==> src/rtl/ysyx_25020047_lsu_pkg.sv <==
// Shared definitions for the load/store unit: access sizes, op-code bit positions
// and the FSM state encoding.
package ysyx_25020047_lsu_pkg;

  localparam logic [1:0] SIZE_B = 2'd0;
  localparam logic [1:0] SIZE_H = 2'd1;
  localparam logic [1:0] SIZE_W = 2'd2;

  // in_op layout: {mem_en, is_store, unsigned, size[1:0]}
  localparam int OP_MEM_EN   = 4;
  localparam int OP_STORE    = 3;
  localparam int OP_UNSIGNED = 2;
  localparam int OP_SIZE_HI  = 1;
  localparam int OP_SIZE_LO  = 0;

  typedef enum logic [1:0] {
    IDLE = 2'd0,
    REQ  = 2'd1,
    WAIT = 2'd2,
    DONE = 2'd3
  } lsu_state_e;

endpackage

==> src/rtl/ysyx_25020047_lsu_align.sv <==
// Byte-lane steering for the LSU: extracts and extends load data from the aligned
// bus word, shifts store data into its lanes, and flags misaligned accesses.
module ysyx_25020047_lsu_align
  import ysyx_25020047_lsu_pkg::*;
(
  input  logic [1:0]  addr_lo,
  input  logic [1:0]  size,
  input  logic        is_unsigned,
  input  logic [31:0] rdata,
  input  logic [31:0] wdata,
  output logic [31:0] ext_rdata,
  output logic [31:0] lane_wdata,
  output logic [3:0]  wmask,
  output logic        misaligned
);

  logic [7:0]  rbyte;
  logic [15:0] rhalf;
  logic [4:0]  shamt;

  always_comb begin
    shamt = {addr_lo, 3'b000};
    case (addr_lo)
      2'd0:    rbyte = rdata[7:0];
      2'd1:    rbyte = rdata[15:8];
      2'd2:    rbyte = rdata[23:16];
      default: rbyte = rdata[31:24];
    endcase
    rhalf = addr_lo[1] ? rdata[31:16] : rdata[15:0];

    // Size encoding 3 is unused by the decoder and treated as a word access.
    ext_rdata  = rdata;
    lane_wdata = wdata;
    wmask      = 4'hF;
    misaligned = (addr_lo != 2'b00);
    case (size)
      SIZE_B: begin
        ext_rdata  = {{24{~is_unsigned & rbyte[7]}}, rbyte};
        lane_wdata = {24'h0, wdata[7:0]} << shamt;
        wmask      = 4'b0001 << addr_lo;
        misaligned = 1'b0;
      end
      SIZE_H: begin
        ext_rdata  = {{16{~is_unsigned & rhalf[15]}}, rhalf};
        lane_wdata = {16'h0, wdata[15:0]} << shamt;
        wmask      = 4'b0011 << addr_lo;
        misaligned = addr_lo[0];
      end
      default: ;
    endcase
  end

endmodule

==> src/rtl/ysyx_25020047_lsu.sv <==
// Load/store unit between EXU and WBU: one aligned 32-bit bus transaction per
// instruction, with misalignment detection and a response timeout.
module ysyx_25020047_lsu
  import ysyx_25020047_lsu_pkg::*;
#(
  parameter int RESP_TIMEOUT = 1023
) (
  input  logic        clock,
  input  logic        reset,
  input  logic        in_valid,
  output logic        in_ready,
  input  logic [31:0] in_addr,
  input  logic [31:0] in_wdata,
  input  logic [4:0]  in_op,
  output logic        mem_req_valid,
  input  logic        mem_req_ready,
  output logic [31:0] mem_addr,
  output logic        mem_wen,
  output logic [31:0] mem_wdata,
  output logic [3:0]  mem_wmask,
  input  logic        mem_resp_valid,
  input  logic [31:0] mem_rdata,
  output logic        out_valid,
  input  logic        out_ready,
  output logic [31:0] out_memdata,
  output logic        out_err
);

  localparam int CNT_W = $clog2(RESP_TIMEOUT + 1);
  localparam logic [CNT_W-1:0] CNT_LAST = CNT_W'(RESP_TIMEOUT - 1);

  lsu_state_e state, next_state;

  logic [31:0]      addr_q;
  logic [31:0]      wdata_q;
  logic             store_q;
  logic             unsigned_q;
  logic [1:0]       size_q;
  logic [31:0]      memdata_q;
  logic             err_q;
  logic [CNT_W-1:0] cnt_q;

  logic [1:0]  sel_addr_lo;
  logic [1:0]  sel_size;
  logic        sel_unsigned;
  logic [31:0] ext_rdata;
  logic [31:0] lane_wdata;
  logic [3:0]  lane_wmask;
  logic        misaligned;
  logic        timeout;

  // In IDLE the aligner looks at the incoming op to judge misalignment; afterwards
  // it works on the latched op so bus fields stay stable during the transaction.
  assign sel_addr_lo  = (state == IDLE) ? in_addr[1:0] : addr_q[1:0];
  assign sel_size     = (state == IDLE) ? in_op[OP_SIZE_HI:OP_SIZE_LO] : size_q;
  assign sel_unsigned = (state == IDLE) ? in_op[OP_UNSIGNED] : unsigned_q;
  assign timeout      = (cnt_q == CNT_LAST);

  ysyx_25020047_lsu_align u_align (
    .addr_lo     (sel_addr_lo),
    .size        (sel_size),
    .is_unsigned (sel_unsigned),
    .rdata       (mem_rdata),
    .wdata       (wdata_q),
    .ext_rdata   (ext_rdata),
    .lane_wdata  (lane_wdata),
    .wmask       (lane_wmask),
    .misaligned  (misaligned)
  );

  always_ff @(posedge clock) begin
    if (reset) state <= IDLE;
    else       state <= next_state;
  end

  always_comb begin
    next_state = state;
    case (state)
      IDLE: begin
        if (in_valid) begin
          if (!in_op[OP_MEM_EN] || misaligned) next_state = DONE;
          else                                 next_state = REQ;
        end
      end
      REQ: begin
        if (timeout)            next_state = DONE;
        else if (mem_req_ready) next_state = WAIT;
      end
      WAIT: begin
        if (mem_resp_valid || timeout) next_state = DONE;
      end
      DONE: begin
        if (out_ready) next_state = IDLE;
      end
      default: next_state = IDLE;
    endcase
  end

  // A response arriving on the timeout cycle still wins; after that the op is closed.
  always_ff @(posedge clock) begin
    if (reset) begin
      addr_q     <= 32'h0;
      wdata_q    <= 32'h0;
      store_q    <= 1'b0;
      unsigned_q <= 1'b0;
      size_q     <= SIZE_B;
      memdata_q  <= 32'h0;
      err_q      <= 1'b0;
      cnt_q      <= '0;
    end else begin
      case (state)
        IDLE: begin
          if (in_valid) begin
            addr_q     <= in_addr;
            wdata_q    <= in_wdata;
            store_q    <= in_op[OP_STORE];
            unsigned_q <= in_op[OP_UNSIGNED];
            size_q     <= in_op[OP_SIZE_HI:OP_SIZE_LO];
            memdata_q  <= 32'h0;
            err_q      <= in_op[OP_MEM_EN] & misaligned;
            cnt_q      <= '0;
          end
        end
        REQ, WAIT: begin
          cnt_q <= cnt_q + CNT_W'(1);
          if (state == WAIT && mem_resp_valid) begin
            memdata_q <= store_q ? 32'h0 : ext_rdata;
          end else if (timeout) begin
            memdata_q <= 32'h0;
            err_q     <= 1'b1;
          end
        end
        default: ;
      endcase
    end
  end

  assign in_ready      = (state == IDLE);
  assign mem_req_valid = (state == REQ);
  assign out_valid     = (state == DONE);
  assign mem_addr      = {addr_q[31:2], 2'b00};
  assign mem_wen       = store_q;
  assign mem_wdata     = lane_wdata;
  assign mem_wmask     = store_q ? lane_wmask : 4'b0000;
  assign out_memdata   = memdata_q;
  assign out_err       = err_q;

endmodule

==> config.mk <==
export PLATFORM = sky130hd
export DESIGN_NAME = ysyx_25020047_lsu
export DESIGN_NICKNAME = d
export VERILOG_FILES = /design/src/rtl/ysyx_25020047_lsu_pkg.sv /design/src/rtl/ysyx_25020047_lsu_align.sv /design/src/rtl/ysyx_25020047_lsu.sv
export SDC_FILE = /design/constraint.sdc
export NUM_CORES = 1
export LEC_CHECK = 0
export ABC_AREA = 1
export ABC_CLOCK_PERIOD_IN_PS = 3000
export CORE_MARGIN = 8
export CORE_UTILIZATION = 46
export DETAILED_ROUTE_END_ITERATION = 10
export PLACE_DENSITY = 0.86
export SYNTH_ARGS = -nofsm -noshare
export SYNTH_HDL_FRONTEND = slang
export SYNTH_HIERARCHICAL = 1
export SYNTH_SLANG_ARGS = --single-unit
export TNS_END_PERCENT = 50
==> constraint.sdc <==
create_clock -name clock -period 3 [get_ports clock]
set_input_delay 0.3 -clock clock [delete_from_list [all_inputs] [get_ports clock]]
set_output_delay 0.3 -clock clock [all_outputs]
set_load 0.02 [all_outputs]
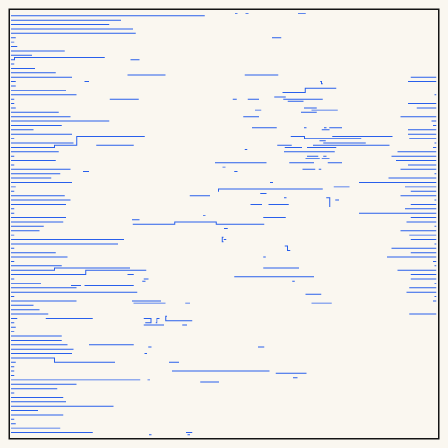
Figure 1: run 1, M3 wires.
share of all routed wire: 11%
nets with wire on the layer: 204
longest straight run: 59.8 µm
wire length on this layer: 2,310 µm
main direction: horizontal
Total Wirelength: 20,800 µm
met3 usage: 10.8%
Via Count: 6,832

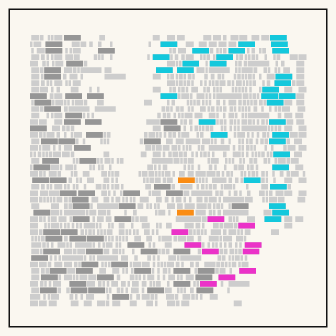
Figure 2: run 1, register map, names as in the netlist.
legend:
  `state`:
    color: orange
    sequential_cells: 2
  `out_memdata`:
    color: cyan
    sequential_cells: 32
  `cnt_q`:
    color: magenta
    sequential_cells: 10
not colored: 69
sequential group power: 2.36 mW
fraction of standard cell area that is sequential: 25.6%
core utilization of the finished layout: 66.5%
Flop area: 2260 µm²

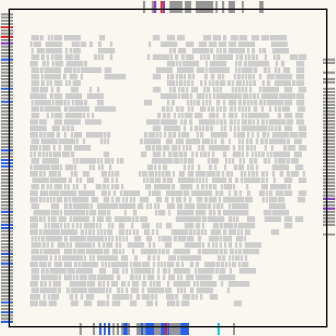
Figure 3: run 1, I/O pins on the die edge.
Pins as bars across the die edge, other pins in gray.
legend:
  `in_wdata`:
    color: blue
    pins: 32
    direction: input
    edge: 17 south, 15 west
  `mem_wmask`:
    color: red
    pins: 4
    direction: output
    edge: 2 west, 1 south, 1 north
  `in_op`:
    color: purple
    pins: 5
    direction: input
    edge: 2 east, 2 north, 1 west
  `mem_req_valid`:
    color: cyan
    pins: 1
    direction: output
    edge: south
quantity of I/O buffers inserted on ports: 209
vertical extent of the die: 133 µm
Die W: 133 µm

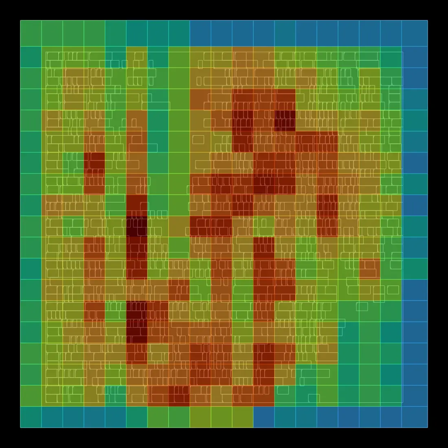
Figure 4: run 1, track usage over the die.
detailed-route wire length per cell: 15.8 µm
met2 demand-to-capacity share in global routing: 36.8%

==> flow_summary_export.csv, run 1 <==
group,metric,value,unit
status,outcome,"finished, final reports clean",
synth,synth.cellmix.simpleShare,34.0,%
pwr,p_sw,4.70,mW
timing,clock_skew,0.00600,ns
timing,max_slew_margin,51.9,%
timing,max_freq,338,MHz
synth,syn-cell-area,6260,µm²
synth,ys_top_cells_by_area,"dfxtp_1 36%, nand2_1 14%, nor2_1 11%, o21ai_0 6.5%, nand3_1 5.4%",
timing,tightest_slew,0.717,ns
synth,ys_ff,113,
global_routing,grt_usage,23.2,%
setup_path,cell_type_with_the_highest_occurrence_count_on_the_critical_path,"nand2_1",
pwr,comb_cell_power,5.87,mW
pwr,power-top-group,"combinational logic",
cts,tritoncts,"built",
synth,synth_compound_gate_area_share,15.5,%
synth,yosys.area_share.adder,1.40,%
synth,ys_cells,963,
cts,cts-buffers-inserted,17,
timing,setup_viol,0,
route,drt_iter0_drc,586,
finish,syn2layout_area_growth,41.2,%
synth,synth.distinct_cells,36,
timing,report.final.hold_viol_count,0,
cts,cts_hold_repair.buffers,0,
route,vias_per_cell,5.20,
finish,layout.filler_cells,1113,
cts,post_cts.resized_instances,33,
synth,ys_sh_mux,0,%
global_routing,antenna_found_initial,0,
global_routing,globalRoute.totalOverflow,0,
finish,finish.instance_area,8840,µm²
job,timing.max_cap.violations,0,
finish,most_numerous_logic_cell_after_layout,"nand2_1",
cts,cts_max_level,4,
die,share_of_the_core_filled_by_cells_before_placement,47.1,%
pwr,fin_total_pwr,10.4,mW
timing,finalClockPeriodUsage,98.6,%
finish,layout-drive-gt1-share,8.61,%
timing,sum_of_negative_setup_slack,0,ns
pwr,seqPwrFrac,22.6,%
route,final_antenna_net_count,0,
setup_path,worstPathRequired,2.70,ns
timing,finalWorstSetupSlack,0.0408,ns
placement,place_worst_setup_slack,-0.156,ns
setup_path,timing.critical_path.slowest_cell_delay,0.35,ns
hold_path,holdCritPathClass,"reg -> reg",
pwr,p_sw_share,45.1,%
global_routing,grt_pass1_wl,32900,µm
synth,netlist_logic_family_top,"simple AND/OR/NAND/NOR gates",
timing,slew_viol_final,0,
synth,yosys_area,6260,µm²
setup_path,critical_path.endpoint_type,"output port",
[run 1: routing by layer]
metal / routed length [µm] / share of wire (%) / up-vias
met5: 0 / 0 / -
met4: 719 / 3.5 / 0
met3: 2310 / 11 / 50
met2: 9390 / 45 / 301
met1: 8330 / 40 / 3090
li1: - / - / 3391
[run 1: layout make-up]
| cell class | instances | area, µm² | share of cell area, % |
|---|---|---|---|
| inverters | 54 | 203 | 2.29 |
| multi-input cells | 704 | 3250 | 36.8 |
| well taps | 176 | 220 | 2.49 |
| clock inverters | 12 | 180 | 2.04 |
| flip-flops and latches | 113 | 2260 | 25.6 |
| repair buffers | 235 | 2260 | 25.5 |
| clock buffers | 20 | 467 | 5.28 |
[run 1: worst paths after layout]
check                          start                            to  slack (ns)  depth (start not counted)
max            state[1]$_SDFFE_PP0P_                 mem_wdata[21]        0.04                         11
min          unsigned_q$_SDFFE_PP0P_       unsigned_q$_SDFFE_PP0P_        0.45                          2
max reg2reg    state[1]$_SDFFE_PP0P_  out_memdata[16]$_SDFFE_PP0P_        0.27                         15
min reg2reg  unsigned_q$_SDFFE_PP0P_       unsigned_q$_SDFFE_PP0P_        0.45                          2
[run 1: worst min-delay path: cells and delay by family, from the launching register on]
family / cells / cell delay (ns)
AOI/OAI and AO/OA: 1 / 0.05
buffers and inverters: 1 / 0.05
DFF: 1 / 0.29
[run 1: cells in the mapped netlist, drive strengths merged]
master and count:
a211oi 1, a21oi 61, a31oi 9, buf 71
clkbuf 22, clkinv 1, conb 1, dfxtp 113
ha 7, inv 53, nand2 244, nand3 73
nand3b 1, nand4 1, nor2 194, nor3 3
nor3b 1, o211ai 21, o21a 1, o21ai 83
xnor2 1, xor2 1
==> run 1 -> run 2 <==
--- a/config.mk
+++ b/config.mk
@@ -7,6 +7,7 @@
 export LEC_CHECK = 0
 export ABC_AREA = 1
 export ABC_CLOCK_PERIOD_IN_PS = 3000
+export CAP_MARGIN = 30
 export CORE_MARGIN = 8
 export CORE_UTILIZATION = 46
 export DETAILED_ROUTE_END_ITERATION = 10
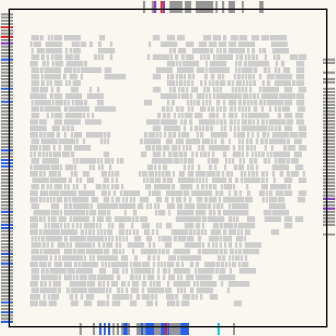
Figure 5: run 2, I/O pins on the die edge.
Pins as bars across the die edge, other pins in gray.
legend:
  `mem_req_valid`:
    color: cyan
    pins: 1
    direction: output
    edge: south
  `mem_wmask`:
    color: red
    pins: 4
    direction: output
    edge: 2 west, 1 south, 1 north
  `in_op`:
    color: purple
    pins: 5
    direction: input
    edge: 2 east, 2 north, 1 west
  `in_wdata`:
    color: blue
    pins: 32
    direction: input
    edge: 17 south, 15 west
all pins by edge: 96 west, 49 east, 37 south, 30 north

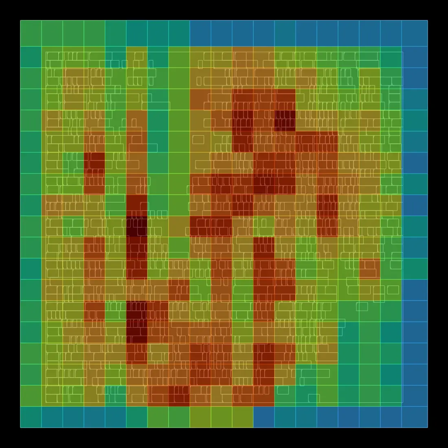
Figure 6: run 2, track usage over the die.
Tot GR Track Use: 23.2%
met1 usage in global routing: 25.8%
GRT Max-Usage Layer: met2

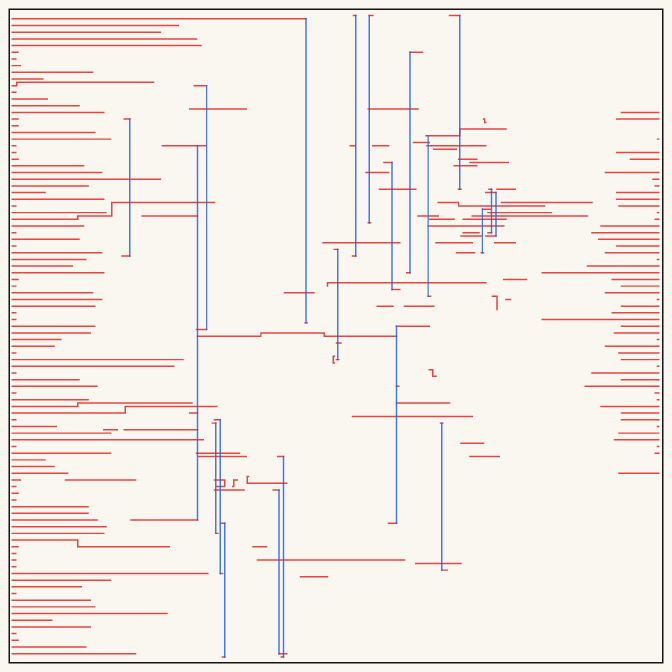
Figure 7: run 2, routed metal, one color a layer.
Two of the layers only.
legend:
  M3:
    color: red
    wire_length: 2,310 µm
  M4:
    color: blue
    wire_length: 719 µm

==> run 2 against run 1 <==
Register-to-register slack hardly changed. Synthesized cell count stayed put. Area after synthesis stayed put. Design area stayed put. Worst setup slack stayed put. Non-clock buffer count stayed put. Cell count stayed put. Utilization stayed put. Clock-buffer cell count stayed put. Combinational power hardly changed.
==> flow_summary_export.csv, run 2 <==
group,metric,value,unit
status,outcome,"finished, final reports clean",
global_routing,antenna_found_initial,0,
synth,netlist_top_cells_count,"240 x nand2_1, 189 x nor2_1, 113 x dfxtp_1, 81 x o21ai_0, 68 x nand3_1",
timing,report.final.hold_viol_count,0,
finish,final_util,66.5,%
pwr,p_sw_share,45.1,%
finish,syn2layout_area_growth,41.2,%
route,route.met2.wl,9390,µm
hold_path,hold_depth,2,
synth,synth.distinct_cells,36,
pwr,p_sw,4.70,mW
hold_path,holdCritPathClass,"reg -> reg",
pwr,power-top-group,"combinational logic",
timing,max_freq,338,MHz
finish,most_numerous_logic_cell_after_layout,"nand2_1",
die,vertical_extent_of_the_die,133,µm
route,vias_per_cell,5.20,
hold_path,worstHoldEndpoint,"unsigned_q$_SDFFE_PP0P_",
synth,most_common_cell,"nand2_1",
timing,clock_skew,0.00600,ns
setup_path,worstPathRequired,2.70,ns
timing,max_slew_margin,51.9,%
route,detail_route.wirelength.met1,8330,µm
die,share_of_the_core_filled_by_cells_before_placement,47.1,%
synth,synth_compound_gate_area_share,15.5,%
timing,sum_of_negative_setup_slack,0,ns
setup_path,r2r_end,"out_memdata[16]$_SDFFE_PP0P_",
synth,yosys_area,6260,µm²
synth,ys_cells,963,
pwr,seqPwrFrac,22.6,%
setup_path,timing.critical_path.slowest_cell_delay,0.35,ns
route,final_antenna_net_count,0,
synth,syn-cell-area,6260,µm²
cts,cts_hold_repair.buffers,0,
synth,ys_sh_mux,0,%
setup_path,rr_startpoint,"state[1]$_SDFFE_PP0P_",
route,drt_iter0_drc,586,
synth,synth-main-ff-cell,"dfxtp_1",
synth,ys_top_cells_by_area,"dfxtp_1 36%, nand2_1 14%, nor2_1 11%, o21ai_0 6.5%, nand3_1 5.4%",
cts,cts_max_level,4,
cts,cts-buffers-inserted,17,
route,met3_length,2310,µm
timing,slew_viol_final,0,
finish,layout-drive-gt1-share,8.61,%
synth,netlist_logic_family_top,"simple AND/OR/NAND/NOR gates",
setup_path,reg2reg_slack,0.27,ns
route,detailed_route_wire_length_per_cell,15.8,µm
setup_path,worst-r2r-cell-count,15,
global_routing,globalRoute.totalOverflow,0,
-- run 2: cell counts after synthesis --
Identical to the previous run, type by type.
-- run 2: what timing repair did --
item | CTS | global route
hold endpoints to repair | 0 | 0
pin swaps | 1 | 1
gates resized | 33 | 15
setup buffers | 2 | 3
endpoints found under the setup margin | 35 | 18
-- run 2: through the flow --
stage | worst slack, ns | area (µm²) | instances
2_1_floorplan | 0.408 | 6270 | 964
3_3_place_gp | -0.0418 | 8170 | 1277
3_5_place_dp | -0.156 | 8170 | 1277
4_1_cts | 0.0344 | 8820 | 1311
5_1_grt | -0.0814 | 8840 | 1314
6_report | 0.0408 | 8840 | 1314
-- run 2: metal layers --
layer,vias to the layer above,track usage (%)
met5,-,0
met4,0,10.9
met1,3090,25.8
met3,50,10.8
met2,301,36.8
li1,3391,-
-- run 2: how the worst max path moves through the flow --
stage | from | endpoint | cells past startpoint
floorplan | state[0]$_SDFFE_PP0P_ | mem_wdata[16] | 8
CTS | state[1]$_SDFFE_PP0P_ | mem_wmask[0] | 11
global route | state[1]$_SDFFE_PP0P_ | mem_wdata[23] | 11
detailed placement | state[1]$_SDFFE_PP0P_ | mem_wmask[0] | 9
global placement | state[0]$_SDFFE_PP0P_ | mem_wmask[0] | 9
finish | state[1]$_SDFFE_PP0P_ | mem_wdata[21] | 11
-- run 2: area by class of cell --
| class | instances | area [µm²] |
|---|---|---|
| clock buffers | 20 | 467 |
| clock inverters | 12 | 180 |
| fillers | 1113 | 4450 |
| inverters | 54 | 203 |
| multi-input cells | 704 | 3250 |
| flip-flops and latches | 113 | 2260 |
| well taps | 176 | 220 |
| repair buffers | 235 | 2260 |
Power is estimated from default activity; no workload was simulated.
